File: config.mk
export PLATFORM = sky130hd
export DESIGN_NAME = fwd_hazard_unit_flat
export DESIGN_NICKNAME = d
export VERILOG_FILES = /design/src/rtl/fwd_hazard_pkg.sv /design/src/rtl/fwd_hazard_if.sv /design/src/rtl/fwd_match_mux.sv /design/src/rtl/fwd_hazard_unit.sv /design/src/flat_wrapper.sv
export SDC_FILE = /design/constraint.sdc
export NUM_CORES = 1
export LEC_CHECK = 0
export ABC_AREA = 1
export CAP_MARGIN = 0
export CORE_MARGIN = 1.5
export CORE_UTILIZATION = 40
export CTS_CLUSTER_SIZE = 14
export DETAILED_ROUTE_END_ITERATION = 8
export MAX_ROUTING_LAYER = met4
export PLACE_DENSITY_LB_ADDON = 0.25
export SYNTH_ARGS = -nofsm -noshare
export SYNTH_HDL_FRONTEND = slang
export SYNTH_HIERARCHICAL = 1
export SYNTH_SLANG_ARGS = --single-unit
File: constraint.sdc
create_clock -name i_clk -period 4.1 [get_ports i_clk]
set_input_delay 0.82 -clock i_clk [delete_from_list [all_inputs] [get_ports i_clk]]
set_output_delay 0.82 -clock i_clk [all_outputs]
set_load 0.005 [all_outputs]
File: src/rtl/fwd_hazard_pkg.sv
// Shared types and constants for the operand-forwarding / load-use interlock unit.
//   trk_entry_t : one tracked in-flight instruction {valid, rd, we, is_load}
//   FWD_SEL_RF  : forward-select code meaning "use RegFile data"
//   stage_sel() : forward-select code for a tracker stage (stage k -> k+1)
//   cfg_ok()    : legal NSTAGES / LOAD_STAGE combination
package fwd_hazard_pkg;

  localparam int unsigned RA_W        = 5;
  localparam int unsigned FWD_SEL_W   = 3;
  localparam int unsigned NSTAGES_MIN = 1;
  localparam int unsigned NSTAGES_MAX = 6;

  localparam logic [FWD_SEL_W-1:0] FWD_SEL_RF = '0;

  typedef struct packed {
    logic            valid;
    logic [RA_W-1:0] rd;
    logic            we;
    logic            is_load;
  } trk_entry_t;

  function automatic logic [FWD_SEL_W-1:0] stage_sel(input int unsigned stage);
    return FWD_SEL_W'(stage + 1);
  endfunction

  function automatic bit cfg_ok(input int unsigned nstages, input int unsigned load_stage);
    return (nstages >= NSTAGES_MIN) && (nstages <= NSTAGES_MAX) && (load_stage < nstages);
  endfunction

endpackage

File: src/rtl/fwd_hazard_if.sv
// Decode-side bundle of the forwarding unit.
//   slave  : the forwarding unit (takes decode/RegFile/stage data, returns operands + stall)
//   master : the pipeline side driving decode info and consuming the resolved operands
// With FWD_STATS_EN defined, stat_stall_cyc / stat_fwd_cnt are added as unit outputs.
interface fwd_hazard_if
  import fwd_hazard_pkg::*;
#(
  parameter int unsigned XLEN    = 32,
  parameter int unsigned NSTAGES = 2
);

  logic                    id_valid;
  logic [RA_W-1:0]         id_rs1;
  logic [RA_W-1:0]         id_rs2;
  logic                    id_rs1_used;
  logic                    id_rs2_used;
  logic [RA_W-1:0]         id_rd;
  logic                    id_we;
  logic                    id_is_load;
  logic [XLEN-1:0]         rf_rd1;
  logic [XLEN-1:0]         rf_rd2;
  logic [NSTAGES*XLEN-1:0] stg_data;
  logic                    stall_ext;
  logic                    flush;
  logic [XLEN-1:0]         op_a;
  logic [XLEN-1:0]         op_b;
  logic [FWD_SEL_W-1:0]    fwd_sel1;
  logic [FWD_SEL_W-1:0]    fwd_sel2;
  logic                    stall_id;
  logic                    wb_we;
  logic [RA_W-1:0]         wb_rd;
`ifdef FWD_STATS_EN
  logic [31:0]             stat_stall_cyc;
  logic [31:0]             stat_fwd_cnt;
`endif

  modport slave (
    input  id_valid, id_rs1, id_rs2, id_rs1_used, id_rs2_used, id_rd, id_we, id_is_load,
    input  rf_rd1, rf_rd2, stg_data, stall_ext, flush,
`ifdef FWD_STATS_EN
    output stat_stall_cyc, stat_fwd_cnt,
`endif
    output op_a, op_b, fwd_sel1, fwd_sel2, stall_id, wb_we, wb_rd
  );

  modport master (
    output id_valid, id_rs1, id_rs2, id_rs1_used, id_rs2_used, id_rd, id_we, id_is_load,
    output rf_rd1, rf_rd2, stg_data, stall_ext, flush,
`ifdef FWD_STATS_EN
    input  stat_stall_cyc, stat_fwd_cnt,
`endif
    input  op_a, op_b, fwd_sel1, fwd_sel2, stall_id, wb_we, wb_rd
  );

endinterface

File: src/rtl/fwd_match_mux.sv
// One operand's forwarding path: per-stage comparators, youngest-wins priority,
// load-readiness check and the operand data mux.
//   i_trk        tracker entries, index 0 = youngest (X stage)
//   i_rs/i_used  source address and whether the instruction reads it
//   i_rf_rd      RegFile read data for this source
//   i_stg_data   per-stage results, stage i at [i*XLEN +: XLEN]
//   o_op         resolved operand
//   o_sel        0 = RegFile, k = stage k-1
//   o_not_ready  winning producer is a load whose data is not yet available
module fwd_match_mux
  import fwd_hazard_pkg::*;
#(
  parameter int unsigned XLEN       = 32,
  parameter int unsigned NSTAGES    = 2,
  parameter int unsigned LOAD_STAGE = 1
) (
  input  trk_entry_t [NSTAGES-1:0] i_trk,
  input  logic [RA_W-1:0]          i_rs,
  input  logic                     i_used,
  input  logic [XLEN-1:0]          i_rf_rd,
  input  logic [NSTAGES*XLEN-1:0]  i_stg_data,
  output logic [XLEN-1:0]          o_op,
  output logic [FWD_SEL_W-1:0]     o_sel,
  output logic                     o_not_ready
);

  logic w_found;

  always_comb begin
    w_found     = 1'b0;
    o_op        = i_rf_rd;
    o_sel       = FWD_SEL_RF;
    o_not_ready = 1'b0;
    // x0 is hard-wired zero, so it must always come through the RegFile path.
    for (int i = 0; i < NSTAGES; i++) begin
      if (!w_found && i_used && (i_rs != '0) && i_trk[i].valid && i_trk[i].we &&
          (i_trk[i].rd == i_rs)) begin
        w_found     = 1'b1;
        o_op        = i_stg_data[i*XLEN +: XLEN];
        o_sel       = stage_sel(i);
        o_not_ready = i_trk[i].is_load && (i < LOAD_STAGE);
      end
    end
  end

endmodule

File: src/rtl/fwd_hazard_unit.sv
// Parametrised operand forwarding and load-use interlock for the RV32 pipeline.
// Tracks in-flight register writes over NSTAGES post-decode stages, forwards the
// youngest producer's result to decode, and stalls decode when that result is a
// load not yet available.
//   i_clk   rising-edge clock
//   i_rst   synchronous active-high reset (clears the tracker)
//   io_bus  fwd_hazard_if.slave: decode info, RegFile/stage data in; operands,
//           forward selects, stall_id and writeback info out
// Optional: define FWD_STATS_EN to add saturating stall/forward counters.
module fwd_hazard_unit
  import fwd_hazard_pkg::*;
#(
  parameter int unsigned XLEN       = 32,
  parameter int unsigned NSTAGES    = 2,
  parameter int unsigned LOAD_STAGE = 1
) (
  input  logic            i_clk,
  input  logic            i_rst,
  fwd_hazard_if.slave     io_bus
);

  localparam bit CfgOk = cfg_ok(NSTAGES, LOAD_STAGE);

  trk_entry_t [NSTAGES-1:0] r_trk;
  trk_entry_t               w_trk_new;
  logic                     w_nr1;
  logic                     w_nr2;
  logic                     w_stall_id;
  logic [FWD_SEL_W-1:0]     w_sel1;
  logic [FWD_SEL_W-1:0]     w_sel2;

  fwd_match_mux #(
    .XLEN       (XLEN),
    .NSTAGES    (NSTAGES),
    .LOAD_STAGE (LOAD_STAGE)
  ) u_match_rs1 (
    .i_trk       (r_trk),
    .i_rs        (io_bus.id_rs1),
    .i_used      (io_bus.id_rs1_used),
    .i_rf_rd     (io_bus.rf_rd1),
    .i_stg_data  (io_bus.stg_data),
    .o_op        (io_bus.op_a),
    .o_sel       (w_sel1),
    .o_not_ready (w_nr1)
  );

  fwd_match_mux #(
    .XLEN       (XLEN),
    .NSTAGES    (NSTAGES),
    .LOAD_STAGE (LOAD_STAGE)
  ) u_match_rs2 (
    .i_trk       (r_trk),
    .i_rs        (io_bus.id_rs2),
    .i_used      (io_bus.id_rs2_used),
    .i_rf_rd     (io_bus.rf_rd2),
    .i_stg_data  (io_bus.stg_data),
    .o_op        (io_bus.op_b),
    .o_sel       (w_sel2),
    .o_not_ready (w_nr2)
  );

  // A flushed decode slot is dead, so it can never be the cause of a stall.
  assign w_stall_id = io_bus.id_valid && !io_bus.flush && (w_nr1 || w_nr2);

  always_comb begin
    w_trk_new = '0;
    if (io_bus.id_valid && !w_stall_id && !io_bus.flush) begin
      w_trk_new.valid   = 1'b1;
      w_trk_new.rd      = io_bus.id_rd;
      w_trk_new.we      = io_bus.id_we;
      w_trk_new.is_load = io_bus.id_is_load;
    end
  end

  always_ff @(posedge i_clk) begin
    if (i_rst) begin
      assert (CfgOk) else $fatal(1, "fwd_hazard_unit: illegal NSTAGES/LOAD_STAGE");
      r_trk <= '0;
    end else if (!io_bus.stall_ext) begin
      for (int i = 1; i < NSTAGES; i++) begin
        r_trk[i] <= r_trk[i-1];
      end
      r_trk[0] <= w_trk_new;
    end
  end

  assign io_bus.stall_id = w_stall_id;
  assign io_bus.fwd_sel1 = w_sel1;
  assign io_bus.fwd_sel2 = w_sel2;
  assign io_bus.wb_we    = r_trk[NSTAGES-1].valid && r_trk[NSTAGES-1].we;
  assign io_bus.wb_rd    = r_trk[NSTAGES-1].rd;

`ifdef FWD_STATS_EN
  logic [31:0] r_stat_stall_cyc;
  logic [31:0] r_stat_fwd_cnt;
  logic [1:0]  w_fwd_inc;
  logic [32:0] w_fwd_sum;

  always_comb begin
    w_fwd_inc = {1'b0, (w_sel1 != FWD_SEL_RF)} + {1'b0, (w_sel2 != FWD_SEL_RF)};
    w_fwd_sum = {1'b0, r_stat_fwd_cnt} + {31'd0, w_fwd_inc};
  end

  always_ff @(posedge i_clk) begin
    if (i_rst) begin
      r_stat_stall_cyc <= '0;
      r_stat_fwd_cnt   <= '0;
    end else begin
      if (w_stall_id && !io_bus.stall_ext && (r_stat_stall_cyc != '1)) begin
        r_stat_stall_cyc <= r_stat_stall_cyc + 32'd1;
      end
      r_stat_fwd_cnt <= w_fwd_sum[32] ? '1 : w_fwd_sum[31:0];
    end
  end

  assign io_bus.stat_stall_cyc = r_stat_stall_cyc;
  assign io_bus.stat_fwd_cnt   = r_stat_fwd_cnt;
`endif

endmodule
File: src/flat_wrapper.sv
// flat-port wrapper written by rule: the top's interface ports become plain ports
module fwd_hazard_unit_flat import fwd_hazard_pkg::*;
#(
  parameter int unsigned XLEN       = 32,
  parameter int unsigned NSTAGES    = 2,
  parameter int unsigned LOAD_STAGE = 1
)
  (i_clk, i_rst, io_bus_id_valid, io_bus_id_rs1, io_bus_id_rs2, io_bus_id_rs1_used, io_bus_id_rs2_used, io_bus_id_rd, io_bus_id_we, io_bus_id_is_load, io_bus_rf_rd1, io_bus_rf_rd2, io_bus_stg_data, io_bus_stall_ext, io_bus_flush, io_bus_op_a, io_bus_op_b, io_bus_fwd_sel1, io_bus_fwd_sel2, io_bus_stall_id, io_bus_wb_we, io_bus_wb_rd);
  fwd_hazard_if #(.XLEN(XLEN), .NSTAGES(NSTAGES)) io_bus_i ();
  input  logic i_clk;
  input  logic i_rst;
  input wire logic [$bits(io_bus_i.id_valid)-1:0] io_bus_id_valid;
  input wire logic [$bits(io_bus_i.id_rs1)-1:0] io_bus_id_rs1;
  input wire logic [$bits(io_bus_i.id_rs2)-1:0] io_bus_id_rs2;
  input wire logic [$bits(io_bus_i.id_rs1_used)-1:0] io_bus_id_rs1_used;
  input wire logic [$bits(io_bus_i.id_rs2_used)-1:0] io_bus_id_rs2_used;
  input wire logic [$bits(io_bus_i.id_rd)-1:0] io_bus_id_rd;
  input wire logic [$bits(io_bus_i.id_we)-1:0] io_bus_id_we;
  input wire logic [$bits(io_bus_i.id_is_load)-1:0] io_bus_id_is_load;
  input wire logic [$bits(io_bus_i.rf_rd1)-1:0] io_bus_rf_rd1;
  input wire logic [$bits(io_bus_i.rf_rd2)-1:0] io_bus_rf_rd2;
  input wire logic [$bits(io_bus_i.stg_data)-1:0] io_bus_stg_data;
  input wire logic [$bits(io_bus_i.stall_ext)-1:0] io_bus_stall_ext;
  input wire logic [$bits(io_bus_i.flush)-1:0] io_bus_flush;
  output wire logic [$bits(io_bus_i.op_a)-1:0] io_bus_op_a;
  output wire logic [$bits(io_bus_i.op_b)-1:0] io_bus_op_b;
  output wire logic [$bits(io_bus_i.fwd_sel1)-1:0] io_bus_fwd_sel1;
  output wire logic [$bits(io_bus_i.fwd_sel2)-1:0] io_bus_fwd_sel2;
  output wire logic [$bits(io_bus_i.stall_id)-1:0] io_bus_stall_id;
  output wire logic [$bits(io_bus_i.wb_we)-1:0] io_bus_wb_we;
  output wire logic [$bits(io_bus_i.wb_rd)-1:0] io_bus_wb_rd;
  assign io_bus_i.id_valid = io_bus_id_valid;
  assign io_bus_i.id_rs1 = io_bus_id_rs1;
  assign io_bus_i.id_rs2 = io_bus_id_rs2;
  assign io_bus_i.id_rs1_used = io_bus_id_rs1_used;
  assign io_bus_i.id_rs2_used = io_bus_id_rs2_used;
  assign io_bus_i.id_rd = io_bus_id_rd;
  assign io_bus_i.id_we = io_bus_id_we;
  assign io_bus_i.id_is_load = io_bus_id_is_load;
  assign io_bus_i.rf_rd1 = io_bus_rf_rd1;
  assign io_bus_i.rf_rd2 = io_bus_rf_rd2;
  assign io_bus_i.stg_data = io_bus_stg_data;
  assign io_bus_i.stall_ext = io_bus_stall_ext;
  assign io_bus_i.flush = io_bus_flush;
  assign io_bus_op_a = io_bus_i.op_a;
  assign io_bus_op_b = io_bus_i.op_b;
  assign io_bus_fwd_sel1 = io_bus_i.fwd_sel1;
  assign io_bus_fwd_sel2 = io_bus_i.fwd_sel2;
  assign io_bus_stall_id = io_bus_i.stall_id;
  assign io_bus_wb_we = io_bus_i.wb_we;
  assign io_bus_wb_rd = io_bus_i.wb_rd;
  fwd_hazard_unit #(.XLEN(XLEN), .NSTAGES(NSTAGES), .LOAD_STAGE(LOAD_STAGE)) u_core (.i_clk(i_clk), .i_rst(i_rst), .io_bus(io_bus_i));
endmodule
==> images/class_map.png <==
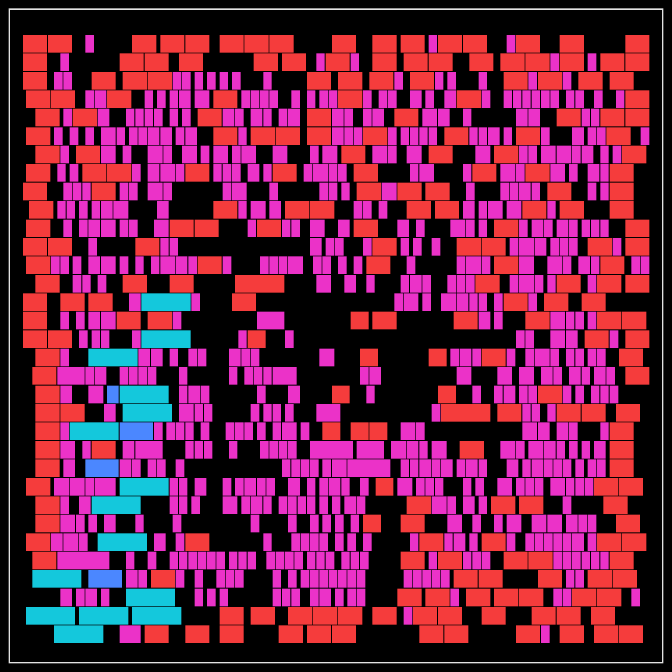
| colour | class | cells |
|---|---|---|
| cyan | sequential cells | 15 |
| blue | clock drivers and dummy loads | 4 |
| red | remaining buffers and delay cells | 239 |
| magenta | remaining logic cells | 650 |
Site Rows: 33
sequential share of cell area: 5.27%
Layout Utilization: 68.7%

==> images/clock_wires.png <==
Scale bar: 20 um.
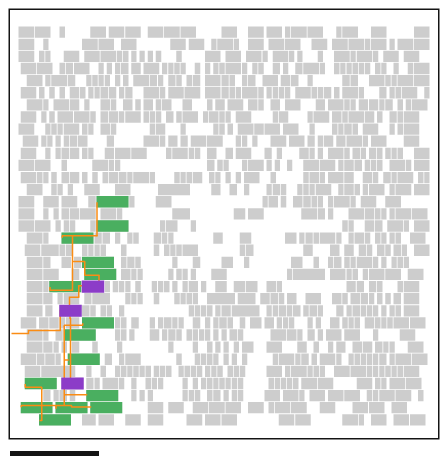
[green] flip-flops | count: 15
[purple] clock-net drivers | count: 3
[orange] clock wires | length: 156 um
routed clock nets: 4
Clock group: 118 uW
Layout Skew: 0.00317 ns
Late-Pin Clk Latency: 0.25 ns

==> run summary <==
H-Tree Depth = 1
Initial DRC count = 222
Via/cell ratio = 5.10
DRT Pass-1 Iters = 6
Unrepaired setup endpoints after global routing = false
Routed WL per cell = 14.6 um
Cts bufs inserted = 3
Post-CTS setup buffer count = 0
CP Launch Type = input pin
WP data arrival = 3.06 ns
Overflow after GRT = 0
CP endpoint kind = output pin
Number of global-route vias before repair = 4921
Final WS setup = 0.217 ns
GP Congestion = 0.941
YS warnings = 6
Die X = 96.1 um
Worst-Margin Slew = 0.662 ns
Avg Cell Area, Syn = 4.86 sq um
Final hold vios = 0
Setup-failing EPs final = 0
Post-cts resize count = 0
Clock Tree Buf Depth = 2
Inserted Diodes = 0
Routed via count = 5165
Port buffer count = 226
Hold Buf Count CTS = 0
Crit path time final = 3.88 ns
Met3 usage = 5.85%
Total power = 652 uW
HP Class = reg2reg
Initial antenna violation count = 0
Gr usage total = 31.2%
Die Y = 96.1 um
P&R area growth vs syn = 64.3%
GR Util met1 = 34.9%
Status = finished clean
Max frequency = 258 MHz
IO Pins = 229
Max-cap violations = 0
Fill cells = 788
Critical Path Fanout Max = 18
OpenROAD warning count = 26
Final period utilization = 94.7%
First-pass GRT wire length = 22300 um
CTS sink count = 15
Residual DRC = 0
Clk slew on worst S/H paths = 0.06 ns
Pre-CTS setup slack = 0.187 ns
Top Usage Layer GRT = met2
Fp util = 41.8%
Post-synthesis cell count = 713
Total core area = 8300 sq um
Post-Place Cells = 1009
Layout cells sized above 1 = 5.07%
Full die area = 9240 sq um
Leak pwr = 2.99 nW
Slew Limit Headroom = 55.7%
Required @ worst endpoint = 3.28 ns
Critical path type = in2out
Largest net degree at the start of global routing = 34
Final ANT Viol Nets = 0
DP HPWL = 11400 um
Final net count = 1061
Met2 Track Usage GR = 54.4%
Drt total wl = 14800 um
CTS tree = built
Nets at Floorplan = 865
Power per cell area = 114 nW/um^2
Most frequent cells in the layout = nand2_1 (281), clkdlybuf4s50_1 (226), inv_1 (154), nand3_1 (73), nand4_1 (70)
Cell Area, Synth = 3470 sq um
Post-Route Setup TNS = 0 ns
Max Slew Vio Count = 0
Clk root buf = clkbuf_8
Max VDD drop = 0.000226 V
==> images/gates.png <==
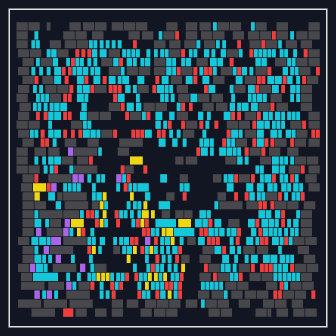
| colour | family | cells | most used |
|---|---|---|---|
| cyan | nand cells | 429 | nand2_1 |
| purple | aoi and oai cells | 17 | a21oi_1 |
| red | inv cells | 169 | inv_1 |
| yellow | nor cells | 31 | nor2_1 |
fin cells: 1013
Top cell excl fill/tap: nand2_1
Comb area share: 38.5%

path summary, 6_finish.rpt:
path                                                      to  slack [ns]  cells after the start                    startpoint
worst max-delay path                         io_bus_op_a[30]        0.22                     11              io_bus_id_rs1[3]
worst min-delay path            u_core/r_trk[9]$_SDFFE_PP0N_        0.50                      2  u_core/r_trk[1]$_SDFFE_PP0N_
worst max register to register  u_core/r_trk[1]$_SDFFE_PP0N_        2.23                     11  u_core/r_trk[5]$_SDFFE_PP0N_
worst min register to register  u_core/r_trk[9]$_SDFFE_PP0N_        0.50                      2  u_core/r_trk[1]$_SDFFE_PP0N_
critical path, cell delays in order:
cell and delay [ns]:
clkdlybuf4s50_1 0.52, inv_2 0.07, a21oi_1 0.14, nand2_1 0.11
nor2_4 0.12, nand3_4 0.21, buf_4 0.29, nand2_1 0.09
nand3_1 0.06, nand2_1 0.10, clkdlybuf4s50_1 0.54
routing by layer:
metal | share of wire, % | vias up
li1 | - | 2552
met1 | 39 | 2298
met2 | 50 | 279
met3 | 9.0 | 36
met4 | 2.3 | 0
met5 | 0 | -
state kept, by name (all words and copies together) (netlist names):
register	count
u_core/r_trk	10
u_core/io_bus.wb_rd	5
layout make-up:
type | instances | area [sq um] | area share (%)
clock buffers | 3 | 41.3 | 0.725
well taps | 105 | 131 | 2.31
inverters | 169 | 639 | 11.2
multi-input cells | 481 | 2200 | 38.5
repair buffers | 239 | 2380 | 41.9
clock inverters | 1 | 5.00 | 0.0878
flip-flops and latches | 15 | 300 | 5.27
stage by stage:
step                      hold WS, ns  area [sq um]
after floorplan                 0.456          3470
after global placement          0.481          5650
after detailed placement        0.494          5650
after CTS                       0.500          5700
after global routing            0.535          5700
final                           0.495          5700
report_power, final:
| part | switching (mW) | internal (mW) |
|---|---|---|
| sequential | 0.00451 | 0.149 |
| clock | 0.0504 | 0.0672 |
| combinational | 0.157 | 0.225 |
| total | 0.211 | 0.441 |
Power is estimated from default activity; no workload was simulated.
